File: src/rtl/gate_mux_pkg.sv
// Shared constants for the reference-gate selector: select codes, truth tables
// (bit i = f(a=i[0], b=i[1])) and a select-to-truth-table lookup.
package gate_mux_pkg;

    localparam int GATE_SEL_W = 3;

    localparam logic [GATE_SEL_W-1:0] GATE_AND  = 3'd0;
    localparam logic [GATE_SEL_W-1:0] GATE_OR   = 3'd1;
    localparam logic [GATE_SEL_W-1:0] GATE_NAND = 3'd2;
    localparam logic [GATE_SEL_W-1:0] GATE_NOR  = 3'd3;
    localparam logic [GATE_SEL_W-1:0] GATE_XOR  = 3'd4;
    localparam logic [GATE_SEL_W-1:0] GATE_XNOR = 3'd5;

    localparam logic [3:0] TT_AND  = 4'b1000;
    localparam logic [3:0] TT_OR   = 4'b1110;
    localparam logic [3:0] TT_NAND = 4'b0111;
    localparam logic [3:0] TT_NOR  = 4'b0001;
    localparam logic [3:0] TT_XOR  = 4'b0110;
    localparam logic [3:0] TT_XNOR = 4'b1001;

    function automatic logic [3:0] tt_of(input logic [GATE_SEL_W-1:0] sel);
        case (sel)
            GATE_AND:  return TT_AND;
            GATE_OR:   return TT_OR;
            GATE_NAND: return TT_NAND;
            GATE_NOR:  return TT_NOR;
            GATE_XOR:  return TT_XOR;
            GATE_XNOR: return TT_XNOR;
            default:   return 4'b0000;
        endcase
    endfunction

endpackage

File: src/rtl/two_input_gate_bank.sv
// Combinational bank of the six two-input reference gates.
module two_input_gate_bank (
    input  logic a,
    input  logic b,
    output logic y_and,
    output logic y_or,
    output logic y_nand,
    output logic y_nor,
    output logic y_xor,
    output logic y_xnor
);

    assign y_and  = a & b;
    assign y_or   = a | b;
    assign y_nand = ~(a & b);
    assign y_nor  = ~(a | b);
    assign y_xor  = a ^ b;
    assign y_xnor = ~(a ^ b);

endmodule

File: src/rtl/ref_gate_mux.sv
// Registered reference-gate selector: one-cycle golden bit y for the pin checker.
// Optional GATE_MUX_TT_EN adds a registered 4-bit truth-table output tt.
module ref_gate_mux
    import gate_mux_pkg::*;
(
    input  logic                  clk,
    input  logic                  rst_n,
    input  logic                  en,
    input  logic [GATE_SEL_W-1:0] sel,
    input  logic                  a,
    input  logic                  b,
    output logic                  y,
    output logic                  sel_err
`ifdef GATE_MUX_TT_EN
    ,
    output logic [3:0]            tt
`endif
);

    logic y_and, y_or, y_nand, y_nor, y_xor, y_xnor;
    logic y_nxt, err_nxt;

    two_input_gate_bank u_bank (
        .a      (a),
        .b      (b),
        .y_and  (y_and),
        .y_or   (y_or),
        .y_nand (y_nand),
        .y_nor  (y_nor),
        .y_xor  (y_xor),
        .y_xnor (y_xnor)
    );

    // Invalid selects force a 0 result so the checker never sees a stale gate.
    always_comb begin
        y_nxt   = 1'b0;
        err_nxt = 1'b0;
        case (sel)
            GATE_AND:  y_nxt = y_and;
            GATE_OR:   y_nxt = y_or;
            GATE_NAND: y_nxt = y_nand;
            GATE_NOR:  y_nxt = y_nor;
            GATE_XOR:  y_nxt = y_xor;
            GATE_XNOR: y_nxt = y_xnor;
            default:   err_nxt = 1'b1;
        endcase
    end

    always_ff @(posedge clk or negedge rst_n) begin
        if (!rst_n) begin
            y       <= 1'b0;
            sel_err <= 1'b0;
        end else if (en) begin
            y       <= y_nxt;
            sel_err <= err_nxt;
        end
    end

`ifdef GATE_MUX_TT_EN
    always_ff @(posedge clk or negedge rst_n) begin
        if (!rst_n)  tt <= 4'b0000;
        else if (en) tt <= tt_of(sel);
    end
`endif

endmodule

File: config.mk
export PLATFORM = sky130hd
export DESIGN_NAME = ref_gate_mux
export DESIGN_NICKNAME = d
export VERILOG_FILES = /design/src/rtl/gate_mux_pkg.sv /design/src/rtl/two_input_gate_bank.sv /design/src/rtl/ref_gate_mux.sv
export SDC_FILE = /design/constraint.sdc
export NUM_CORES = 1
export LEC_CHECK = 0
export ABC_AREA = 0
export CORE_AREA = 2 2 39 41
export CTS_BUF_LIST = sky130_fd_sc_hd__clkbuf_2 sky130_fd_sc_hd__clkbuf_4 sky130_fd_sc_hd__clkbuf_8
export CTS_CLUSTER_DIAMETER = 80
export DETAILED_ROUTE_END_ITERATION = 6
export DIE_AREA = 0 0 41 43
export PLACE_DENSITY = 0.37
export SKIP_LAST_GASP = 1
export SLEW_MARGIN = 15
export SYNTH_ARGS = -nofsm -noshare
export SYNTH_HDL_FRONTEND = slang
export SYNTH_SLANG_ARGS = --single-unit
File: constraint.sdc
create_clock -name clk -period 1.7 [get_ports clk]
set_clock_uncertainty 0.2 [all_clocks]
set_input_delay 0.51 -clock clk [delete_from_list [all_inputs] [get_ports clk]]
set_output_delay 0.51 -clock clk [all_outputs]
set_load 0.05 [all_outputs]
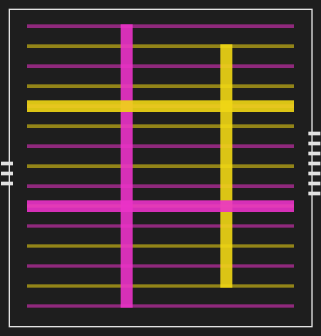
*Power grid*
Pins as bars on the die edge.
Key: VDD = yellow; VSS = magenta
2 straps on met5. The core has 14 rows. 15 met1 rails follow the rows. 2 straps on met4. 10 signal pins sit on the boundary.

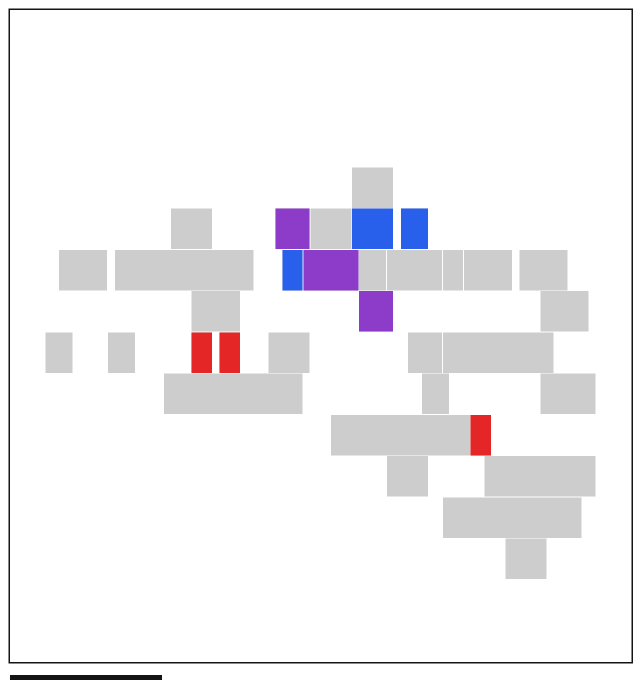
*Selected gate families*
The bar under the picture is 10 um long.
Key: inverters = red [cells 3, most used inv_1]; AND and OR gates = purple [cells 3]; NAND gates = blue [cells 3]

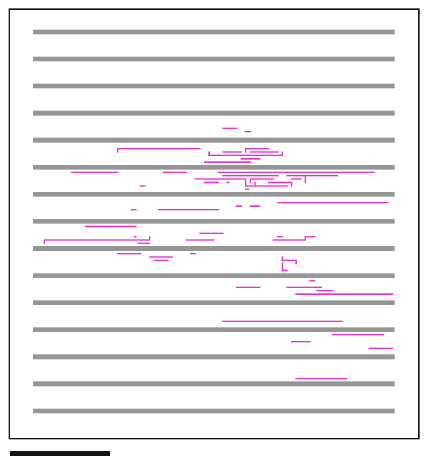
*M1 wires*
The bar under the picture is 10 um long. Supply wires on this layer in grey.
The longest straight run is 15.6 um. 33 nets have wire on it. The layer holds 43% of the routed length. The wires run mostly horizontal. The layer carries 184 um of wire.

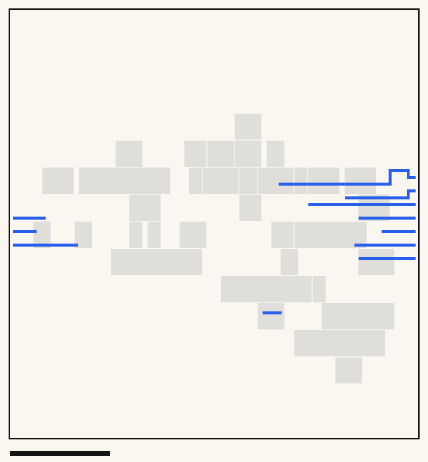
*Signal wires on met3*
The bar under the picture is 10 um long. Cells faint in the background.
The longest straight run is 11.0 um. The wires run mostly horizontal. The layer carries 66.1 um of wire.

==> results.yml <==
# flow metrics
power_and_ir_drop:
  p_per_area_nw_per_um2: 710
  peakVddDrop_v: 0.000174
  power_uw: 248
  p_leak_nw: 0.170
  p_sw_uw: 71.1
  power_frac_comb_pct: 34.6
synth:
  synth.avg_cell_area_sq_um: 8.63
  seq_area_frac_synth_pct: 30.5
  synth_cell_types: 15
  mappedNetlistArea_sq_um: 164
placement:
  pre_cts_slack_ns: -0.598
setup_path:
  setup.worst_path.end_class: "flip-flop"
  cp_top_family: "simple AND/OR/NAND/NOR gates"
  critical_path.max_fanout: 3
grt:
  grt_pass1_vias: 186
  grt_max_degree: 6
  gr-usage-met1_pct: 6.98
  grtUsageTotal_pct: 6.50
cells_and_area:
  postLayoutCellArea_sq_um: 349
  layout.non_clock_buffers: 12
  clk_share_pct: 6.45
  lay_top_count: "dlygate4sd2_1"
  clkbuf_count: 3
  syn2layout_area_growth_pct: 113
  nMultiInputCombCells: 14
  final_cells: 50
  largest_class: "logic gates"
clocking:
  cts.sinks: 2
  path_clk_slew_ns: 0.03
  root_buffer: "clkbuf_4"
  insertion_delay_ns: 0.22
final_timing:
  fin_crit_ns: 1.65
  tightest_slew_ns: 0.161
  finalClockPeriodUsage_pct: 96.9
  relSlewSlack_pct: 89.2
route:
  first_pass_iters: 3
  ant_nets: 0
  drt-total-wl_um: 429
floorplan:
  die_area_sq_um: 1760
  ios: 10
  core_sq_um: 1380
outcome:
  status: "finished, final reports clean"
-- path summary, 6_finish.rpt --
| kind | slack [ns] | cells after the start | start | endpoint |
|---|---|---|---|---|
| max | 0.05 | 4 | sel[0] | y$_DFFE_PN0P_ |
| min | 0.26 | 1 | rst_n | sel_err$_DFFE_PN0P_ |
| max reg2reg | 0.29 | 3 | y$_DFFE_PN0P_ | y$_DFFE_PN0P_ |
| min reg2reg | 0.39 | 2 | sel_err$_DFFE_PN0P_ | sel_err$_DFFE_PN0P_ |
| max in group asynchronous | 0.92 | 1 | rst_n | y$_DFFE_PN0P_ |
| min in group clk | 0.39 | 2 | sel_err$_DFFE_PN0P_ | sel_err$_DFFE_PN0P_ |
-- power by group through the flow --
| stage | clock network [mW] | logic [mW] | registers [mW] |
|---|---|---|---|
| floorplan | 0 | 0.0199 | 0.0749 |
| global placement | 0 | 0.0913 | 0.0593 |
| detailed placement | 0 | 0.0924 | 0.0592 |
| CTS | 0.111 | 0.0870 | 0.0588 |
| global route | 0.117 | 0.0929 | 0.0594 |
| finish | 0.104 | 0.0857 | 0.0586 |
-- synth_stat cells --
library cell / n / area (sq um)
or3_1: 1 / 6.26
and4b_1: 1 / 10.0
nor2_1: 1 / 3.75
or2_1: 1 / 6.26
xor2_1: 1 / 8.76
dfrtp_1: 2 / 50.1
nor2b_1: 1 / 6.26
nand3b_1: 1 / 7.51
nand3_1: 1 / 5.00
a41o_1: 1 / 10.0
a21oi_1: 1 / 5.00
inv_1: 3 / 11.3
nand2_1: 1 / 3.75
o21ai_0: 1 / 5.00
ha_1: 2 / 25.0
-- state kept, by name (all words and copies together) (netlist names) --
signal   count
y            1
sel_err      1
Power figures rest on the tool's default switching activity, not on a simulated workload.
